File: src/rtl/uart_tx_engine_if.sv
// Host-side handshake and serial outputs of the UART transmitter.
// The host drives tx_start/d_in; the engine returns the line and status flags.
interface uart_tx_engine_if #(
  parameter int D_BIT = 8
);
  logic             tx_start;
  logic [D_BIT-1:0] d_in;
  logic             tx_ready;
  logic             tx;
  logic             tx_busy;
  logic             tx_done;

  modport master (output tx_start, d_in, input tx_ready, tx, tx_busy, tx_done);
  modport slave  (input tx_start, d_in, output tx_ready, tx, tx_busy, tx_done);
endinterface

File: src/rtl/uart_tx_engine.sv
// 8N1 UART transmitter paced by a 16x oversample tick, with a one-deep
// holding register so consecutive frames leave the line with no idle gap.
module uart_tx_engine #(
  parameter int D_BIT   = 8,
  parameter int SB_TICK = 16,
  parameter int OS_TICK = 16
) (
  input  logic            clock,
  input  logic            reset,
  input  logic            s_tick,
  uart_tx_engine_if.slave bus
);

  localparam int S_MAX = (SB_TICK > OS_TICK) ? SB_TICK : OS_TICK;
  localparam int S_W   = (S_MAX > 1) ? $clog2(S_MAX) : 1;
  localparam int N_W   = (D_BIT > 1) ? $clog2(D_BIT) : 1;

  localparam logic [S_W-1:0] OS_LAST = S_W'(OS_TICK - 1);
  localparam logic [S_W-1:0] SB_LAST = S_W'(SB_TICK - 1);
  localparam logic [N_W-1:0] N_LAST  = N_W'(D_BIT - 1);

  typedef enum logic [1:0] {IDLE, START, DATA, STOP} state_t;

  state_t           state, state_next;
  logic [S_W-1:0]   s, s_next;
  logic [N_W-1:0]   n, n_next;
  logic [D_BIT-1:0] shift, shift_next;
  logic [D_BIT-1:0] hold;
  logic             hold_valid;
  logic             load;
  logic             tx_reg, tx_next;
  logic             done_reg, done_next;

  // NOTE: every signal written here gets a default first, so no path through
  // the case leaves one unassigned and no latch is inferred.
  always_comb begin
    state_next = state;
    s_next     = s;
    n_next     = n;
    shift_next = shift;
    load       = 1'b0;
    done_next  = 1'b0;

    if (s_tick) begin
      case (state)
        IDLE: begin
          if (hold_valid) begin
            load       = 1'b1;
            s_next     = '0;
            state_next = START;
          end
        end
        START: begin
          if (s == OS_LAST) begin
            s_next     = '0;
            n_next     = '0;
            state_next = DATA;
          end else begin
            s_next = s + 1'b1;
          end
        end
        DATA: begin
          if (s == OS_LAST) begin
            s_next     = '0;
            shift_next = shift >> 1;
            if (n == N_LAST) state_next = STOP;
            else             n_next     = n + 1'b1;
          end else begin
            s_next = s + 1'b1;
          end
        end
        STOP: begin
          if (s == SB_LAST) begin
            done_next = 1'b1;
            s_next    = '0;
            // A queued byte starts its frame on the very edge the stop bit ends.
            if (hold_valid) begin
              load       = 1'b1;
              state_next = START;
            end else begin
              state_next = IDLE;
            end
          end else begin
            s_next = s + 1'b1;
          end
        end
        default: state_next = IDLE;
      endcase
    end

    if (load) shift_next = hold;

    // The line level is derived from the next state so tx is a clean register.
    case (state_next)
      START:   tx_next = 1'b0;
      DATA:    tx_next = shift_next[0];
      default: tx_next = 1'b1;
    endcase
  end

  // NOTE: sequential state uses non-blocking assignments so all registers
  // update together from the values present before the edge.
  always_ff @(posedge clock or posedge reset) begin
    if (reset) begin
      state    <= IDLE;
      s        <= '0;
      n        <= '0;
      shift    <= '0;
      tx_reg   <= 1'b1;
      done_reg <= 1'b0;
    end else begin
      state    <= state_next;
      s        <= s_next;
      n        <= n_next;
      shift    <= shift_next;
      tx_reg   <= tx_next;
      done_reg <= done_next;
    end
  end

  // NOTE: the holding register is cleared on reset so a byte queued before
  // reset can never leak out afterwards.
  always_ff @(posedge clock or posedge reset) begin
    if (reset) begin
      hold       <= '0;
      hold_valid <= 1'b0;
    end else if (bus.tx_start && !hold_valid) begin
      hold       <= bus.d_in;
      hold_valid <= 1'b1;
    end else if (load) begin
      hold_valid <= 1'b0;
    end
  end

  assign bus.tx       = tx_reg;
  assign bus.tx_ready = !hold_valid;
  assign bus.tx_busy  = (state != IDLE);
  assign bus.tx_done  = done_reg;

endmodule
File: src/flat_wrapper.sv
// flat-port wrapper written by rule: the top's interface ports become plain ports
module uart_tx_engine_flat 
#(
  parameter int D_BIT   = 8,
  parameter int SB_TICK = 16,
  parameter int OS_TICK = 16
)
  (clock, reset, s_tick, bus_tx_start, bus_d_in, bus_tx_ready, bus_tx, bus_tx_busy, bus_tx_done);
  uart_tx_engine_if #(.D_BIT(D_BIT)) bus_i ();
  input  logic clock;
  input  logic reset;
  input  logic s_tick;
  input wire logic [$bits(bus_i.tx_start)-1:0] bus_tx_start;
  input wire logic [$bits(bus_i.d_in)-1:0] bus_d_in;
  output wire logic [$bits(bus_i.tx_ready)-1:0] bus_tx_ready;
  output wire logic [$bits(bus_i.tx)-1:0] bus_tx;
  output wire logic [$bits(bus_i.tx_busy)-1:0] bus_tx_busy;
  output wire logic [$bits(bus_i.tx_done)-1:0] bus_tx_done;
  assign bus_i.tx_start = bus_tx_start;
  assign bus_i.d_in = bus_d_in;
  assign bus_tx_ready = bus_i.tx_ready;
  assign bus_tx = bus_i.tx;
  assign bus_tx_busy = bus_i.tx_busy;
  assign bus_tx_done = bus_i.tx_done;
  uart_tx_engine #(.D_BIT(D_BIT), .SB_TICK(SB_TICK), .OS_TICK(OS_TICK)) u_core (.clock(clock), .reset(reset), .s_tick(s_tick), .bus(bus_i));
endmodule
File: config.mk
export PLATFORM = sky130hd
export DESIGN_NAME = uart_tx_engine_flat
export DESIGN_NICKNAME = d
export VERILOG_FILES = /design/src/rtl/uart_tx_engine_if.sv /design/src/rtl/uart_tx_engine.sv /design/src/flat_wrapper.sv
export SDC_FILE = /design/constraint.sdc
export NUM_CORES = 1
export LEC_CHECK = 0
export CORE_MARGIN = 3
export CORE_UTILIZATION = 35
export DETAILED_ROUTE_END_ITERATION = 10
export PLACE_DENSITY_LB_ADDON = 0.25
export SLEW_MARGIN = 30
export SYNTH_ARGS = -nofsm -noshare
export SYNTH_HDL_FRONTEND = slang
export SYNTH_SLANG_ARGS = --single-unit
File: constraint.sdc
create_clock -name clock -period 2 [get_ports clock]
set_input_delay 0.3 -clock clock [delete_from_list [all_inputs] [get_ports clock]]
set_output_delay 0.3 -clock clock [all_outputs]
set_load 0.01 [all_outputs]
==> summary.txt <==
yosys + openroad results -> DP Wirelength=between 1500 and 2000 µm, Mapped Nets=149, CP required=about 1.7 ns, total CTS buffers=3, vias in the first global route=about 970, Dominant cell area share=between 40% and 50%, wire length on met2=approximately 1200 µm, Comb power frac=34.2%, GRT met3 Usage=slightly above 3%, P_sw=roughly 640 µW, Min Clock Period, post-route=about 1.9 ns, # IOs=16, ANT cells=0, Antenna Nets Post-Route=0, number of max-cap violations=0, top flop regs=u_core.hold x8, u_core.shift x8, u_core.s x4, worst-path cell chain=inv_1 > ha_1 > inv_1 > clkdlybuf4s50_1, Total GRT Usage=between 10% and 20%, and+or+nand+nor area frac=between 10% and 20%, Logic cell area=a little under 700 µm², Total Nets Final=174, CTS tree=done, Slew @ Worst Pin=~0.46 ns, flop share of the area=39.22%, status=finished clean, Worst path max stage delay=roughly 0.53 ns, crit path to=bus_tx_busy, ys cells=129, Syn Std Cell Area=1449 µm², Setup CP Type=reg2out, FF-to-FF Start=u_core.s[0], post-layout util=between 40% and 50%, Non-clock buffers=25, M1 WL=approximately 1300 µm, Setup Fix Bufs, Post-CTS=0, vias per inst=roughly 5.1, synthesized flop and latch total=28, dpl ws=just under 0.08 ns, logic share of the area=around two fifths, chip area=between 4000 and 5000 µm², sequential share of the synthesized area=48.45%, Async SR Flop Fraction=100.0%, Hold Violations, Final=0, Die Y=between 70 and 80 µm, Post-Synth Adder-Cell Area=under 10%, Placed Area=~1700 µm², maximum fanout along the worst path=5, clk pwr=440 µW, Top area cell types=dfrtp_1 (47%), mux2_2 (7.0%), ha_1 (6.9%), mux2i_1 (5.5%), o21ai_0 (4.5%), antenna violations before repair=0, first-pass GRT wire length=roughly 4500 µm, Top cell excl fill/tap=dfrtp_1, CP top delay family=buffers and inverters, syn_area_per_cell=between 10 and 15 µm², FP Util=37.87%, H-tree depth=1
Figure 1. Ports around the boundary.
Pins as bars across the die edge, other pins in grey.
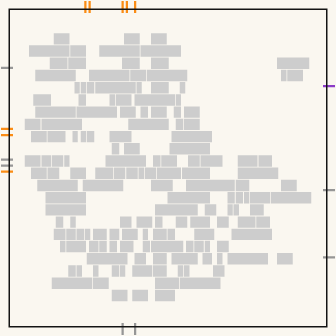
Key: purple = `reset` [pins 1, direction input, edge right]; orange = `bus_d_in` [pins 8, direction input, edge 5 top, 3 left]
All pins by edge: 6 left, 5 top, 3 right, 2 bottom.

Figure 2. Gate families picked out.
The bar under the picture is 20 µm long.
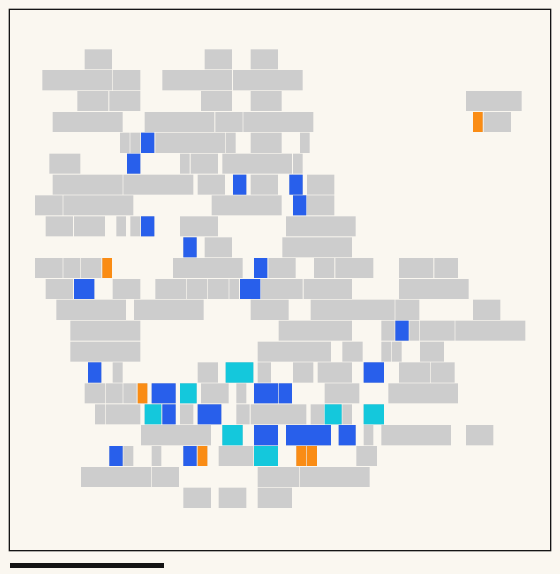
Key: cyan = AND and OR gates [cells 7, most used and3_1]; orange = inverters [cells 6, most used inv_1]; blue = inverting AOI/OAI gates [cells 23, most used o21ai_0]

Figure 3. Where the registers sit.
Other sequential cells in the stronger grey, the rest of the logic in the fainter grey.
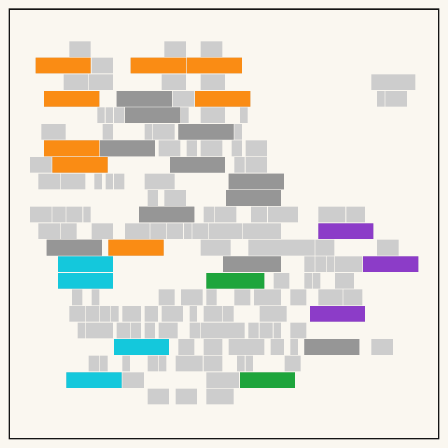
Key: purple = `u_core.n` [flops 3]; green = `u_core.state` [flops 2]; orange = `u_core.hold` [flops 8, where upper left]; cyan = `u_core.s` [flops 4]
Another 11 sequential cells are not coloured.

Figure 4. Clock wiring as the flow saved it.
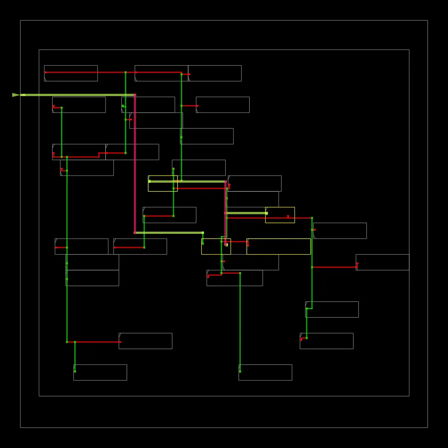
clk sinks: 28
clock buffer count: 3
Worst-Skew Late Latency: 0.27 ns

Power is estimated from default activity; no workload was simulated.
